**Run 1: clock routing**

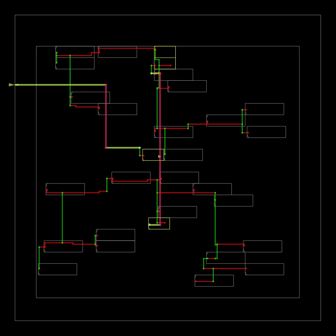
**Run 1: where the registers sit**

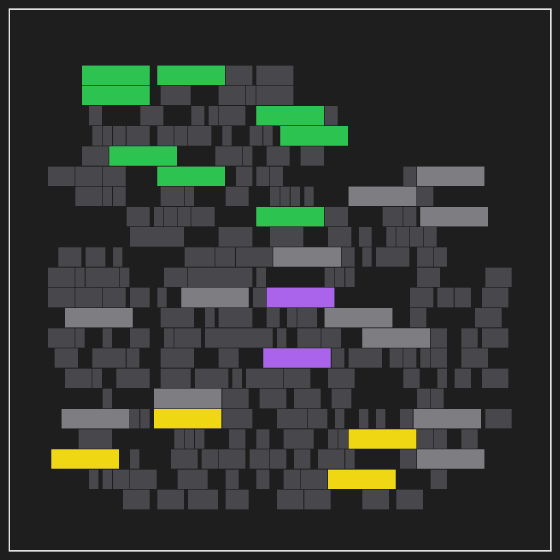
**Run 1: placement by cell class**

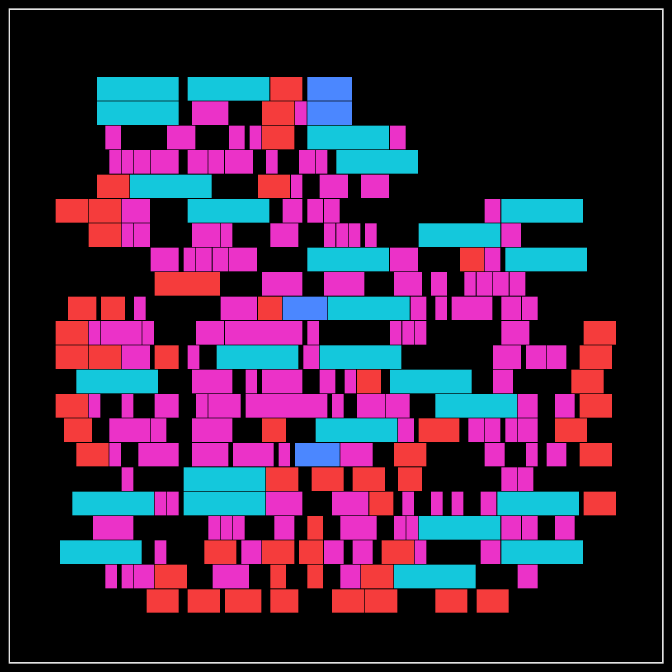
Design cnt_cmd_driver_flat, sky130hd; sources not shown.
==> results.toml, run 1 <==
# physical design summary
[placed_design]
pre_cts_ws_ps = -270
placed_cell_area_um2 = 2120
place.gp.congestion = 0.769

[route]
dr.pass1.iters = 4
wl_um = 3790
highest_layer = "met4"
drtIter0Drc = 43
postRouteAntennaNets = 0
viasPerCell = 5.08
drc = 0
avgRoutedWirePerCell_um = 13.9

[critical_path]
startpoint_type = "input pin"
crit_required_ps = 1760
rr_worst_depth = 8
crit_buf_inv = 2
cp.depth = 3
crit_family = "buffers and inverters"
r2r_slack_ps = 560
crit_chain = "dlygate4sd2_1, and2_1, clkdlybuf4s50_1"

[global_routing]
overflow = 0
antenna_found_initial = 0
grt_max_degree = 19
grt_util_all_layers_pct = 15.1
grt_pass1_wl_um = 6370

[synth]
area_leaders = "dfrtp_1, ha_1, nand2_1"
synth_area_per_cell_um2 = 9.09
synthTopLogicFamily = "simple AND/OR/NAND/NOR gates"
xor_share_pct = 4.46
synth_stat.cells = 173
synth.top_cell.area_share_pct = 41.4
ys.warnings.count = 0

[clock_tree]
clockBufferDepth = 2
ctsRootBufferMaster = "clkbuf_8"
cts_hold_repair.buffers = 0
cts_buffers = 3

[power_and_ir_drop]
p_seq_share_pct = 39.1
switching_share_pct = 37.2
p_comb_mw = 0.769
vdd_drop_max_mv = 0.385
power.leakage_nw = 0.977
fin_total_pwr_mw = 1.68
clkPwrFrac_pct = 15.0

[timing]
fmax_mhz = 361
tightest_slew_ps = 552
final.setup.tns_ps = 0
report.final.slew_viol_count = 0
final.min_clock_period_ps = 2770

[run_status]
status = "finished clean"

[finish]
buf_share_pct = 23.0
layout.nets = 258
largestClassByArea = "combinational gates"
buffers = 53
final_cell_mix = "nand2_1, clkdlybuf4s50_1, dfrtp_1"
logic_gate_count = 132
synthToLayoutAreaGrowth_pct = 38.9
diodes = 0
drive_gt1_share_pct = 12.5

[worst_hold_path]
hold_class = "reg -> reg"

[floorplan]
tapCellCount = 48
fp_util_pct = 42.0
die_w_um = 72.7

[flow_run]
warnings = 33
Back to the opening pictures, 'clock routing':
clkbuf count: 4
# clock sinks: 26
flop count: 26
clock latency on the worst-skew pair: 280 ps
P_clk: 0.251 mW

Back to the opening pictures, 'where the registers sit':
green -> `u_core.remaining`  # placed flops 8
purple -> `u_core.op_q`  # placed flops 2
yellow -> `u_core.load_q`  # placed flops 4
not colored = 12
Seq/total area: 29.8%
storage element area: 651 um^2
seq pwr: 0.655 mW
fin util: 58.4%

Back to the opening pictures, 'placement by cell class':
blue -> clock drivers and dummy loads  # cells 4, share of their area 2.6%
magenta -> combinational and other logic  # cells 141, share of their area 43%
cyan -> flops  # cells 26, share of their area 31%
red -> other buffers and delay cells  # cells 53, share of their area 24%
# rows: 22
Post-Layout Inst Area: 2180 um^2
Core ar.: 3740 um^2

[run 1: synthesized netlist by cell type]
library cell	number
nand2_1	32
nor4b_1	1
clkbuf_1	5
nor3_1	2
and3b_1	1
a21o_1	1
o21ai_0	14
nor4b_4	1
nand4_1	1
and4b_1	1
mux2_2	4
nand3_1	2
o211ai_1	1
mux2i_1	1
mux2_1	2
o21ai_1	1
or4_4	1
conb_1	1
and4_1	2
dfrtp_1	26
a21oi_1	10
inv_1	9
a31o_2	1
or3_1	5
nor2_1	7
and2_1	13
ha_1	11
o21ai_2	1
nand4b_1	2
or3b_1	1
xnor2_1	7
nor3b_1	1
xor2_1	1
clkbuf_2	1
nor4_1	3
[run 1: per-layer routing]
layer,vias to the layer above,GRT usage [%]
met5,-,0
met1,647,18.5
li1,688,-
met4,0,5.94
met3,9,2.07
met2,37,26.8
**Run 1: gate families picked out**

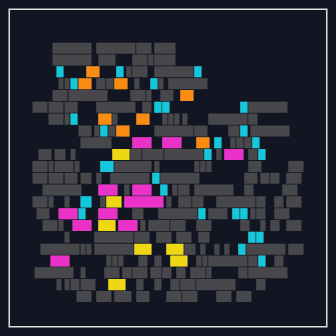

## Run 2: what changed since run 1
--- a/config.mk
+++ b/config.mk
@@ -9,6 +9,7 @@
 export CORE_UTILIZATION = 40
 export DETAILED_ROUTE_END_ITERATION = 6
 export PLACE_DENSITY = 0.69
+export SLEW_MARGIN = 20
 export SYNTH_ARGS = -nofsm -noshare
 export SYNTH_HDL_FRONTEND = slang
 export SYNTH_SLANG_ARGS = --single-unit
==> constraint.sdc (replaced) <==
create_clock -name clk -period 2.7 [get_ports clk]
set_clock_uncertainty 0.2 [all_clocks]
set_input_delay 0.81 -clock clk [delete_from_list [all_inputs] [get_ports clk]]
set_output_delay 0.81 -clock clk [all_outputs]
set_load 0.01 [all_outputs]
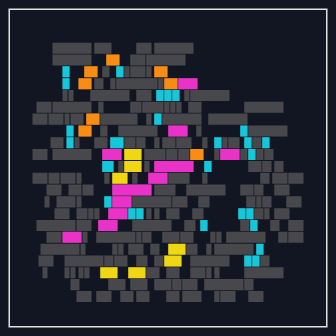
**Above:** run 2 (gate families picked out).
cyan -> inverting AOI/OAI gates  # cells 27, most used o21ai_0
orange -> XOR/XNOR gates  # cells 8, most used xnor2_1
magenta -> adder and majority cells  # cells 11, most used ha_1
yellow -> multiplexers  # cells 7, most used mux2_2
Comb area share: 40.4%
non-filler cells, final: 274
most frequent logic cell in the layout: nand2_1

==> results.toml, run 2 <==
# physical design summary
[run_status]
status = "finished clean"

[clock_tree]
clockBufferDepth = 2
clock_latency_ps = 270
cts_buffers = 3
clock_sink_count = 26
cts_hold_repair.buffers = 0

[finish]
design_area_um2 = 2210
drive_gt1_share_pct = 14.2
postLayoutCoreUtil_pct = 59.1
diodes = 0
final_cell_mix = "nand2_1, clkdlybuf4s50_1, dfrtp_1"
layout.nets = 260

[synth]
edf_count = 0
synth_stat.cells = 173
synth_top_cell_by_count = "nand2_1"
ys_async_sr_fraction_pct = 100
yosys-top-cells-count = "nand2_1, dfrtp_1, o21ai_0, and2_1, ha_1"
ff_type = "dfrtp_1"
synth_area_per_cell_um2 = 9.09
synth.top_cell.area_share_pct = 41.4
xor_share_pct = 4.46
area_leaders = "dfrtp_1, ha_1, nand2_1"
synthTopLogicFamily = "simple AND/OR/NAND/NOR gates"
ys.warnings.count = 0

[critical_path]
rr_worst_depth = 7
crit_required_ps = 1690
r2r_slack_ps = 550
startpoint_type = "register"

[placed_design]
dp_cells = 269
pre_cts_ws_ps = -320
placed_cell_area_um2 = 2130
place.gp.congestion = 0.739

[worst_hold_path]
hold_class = "reg -> reg"

[floorplan]
fp_util_pct = 42.0
die_w_um = 72.7
rows = 22

[flow_run]
warnings = 34

[global_routing]
top_usage_layer = "met2"
grt_util_all_layers_pct = 16.6
use_met2_pct = 29.9
antenna_found_initial = 0
grt_max_degree = 15
grt_pass1_wl_um = 6960
overflow = 0

[timing]
report.final.slew_viol_count = 0
tightest_slew_ps = 582
final.setup.tns_ps = 0
final.min_clock_period_ps = 2630

[route]
dr.pass1.iters = 4
drtIter0Drc = 65
viasPerCell = 5.08
wl_um = 3900
postRouteAntennaNets = 0
highest_layer = "met4"
drc = 0

[power_and_ir_drop]
fin_total_pwr_mw = 1.77
vdd_drop_max_mv = 0.433
-- run 2: final cells by class --
| type | count | area (um^2) |
|---|---|---|
| well taps | 48 | 60.1 |
| clock buffers | 4 | 55.1 |
| multi-input cells | 132 | 895 |
| inverters | 9 | 33.8 |
| fillers | 349 | 1530 |
| flip-flops and latches | 26 | 652 |
| repair buffers | 55 | 518 |
-- run 2: what timing repair did --
item	in CTS	in global routing
endpoints found under the hold margin	0	0
gates resized	25	5
setup endpoints to repair	21	15
buffers inserted	1	0
pin swaps	0	1
-- run 2: worst max-delay path, cell delays in order, from the launching register on --
cell             delay, ps
dfrtp_2                430
ha_4                   220
and2_1                 150
clkdlybuf4s50_1        550
-- run 2: where the power goes --
part	internal, mW	switching, mW	leakage (nW)
sequential	0.539	0.147	0.325
clock	0.130	0.121	0.0288
combinational	0.437	0.395	0.635
Power is estimated from default activity; no workload was simulated.
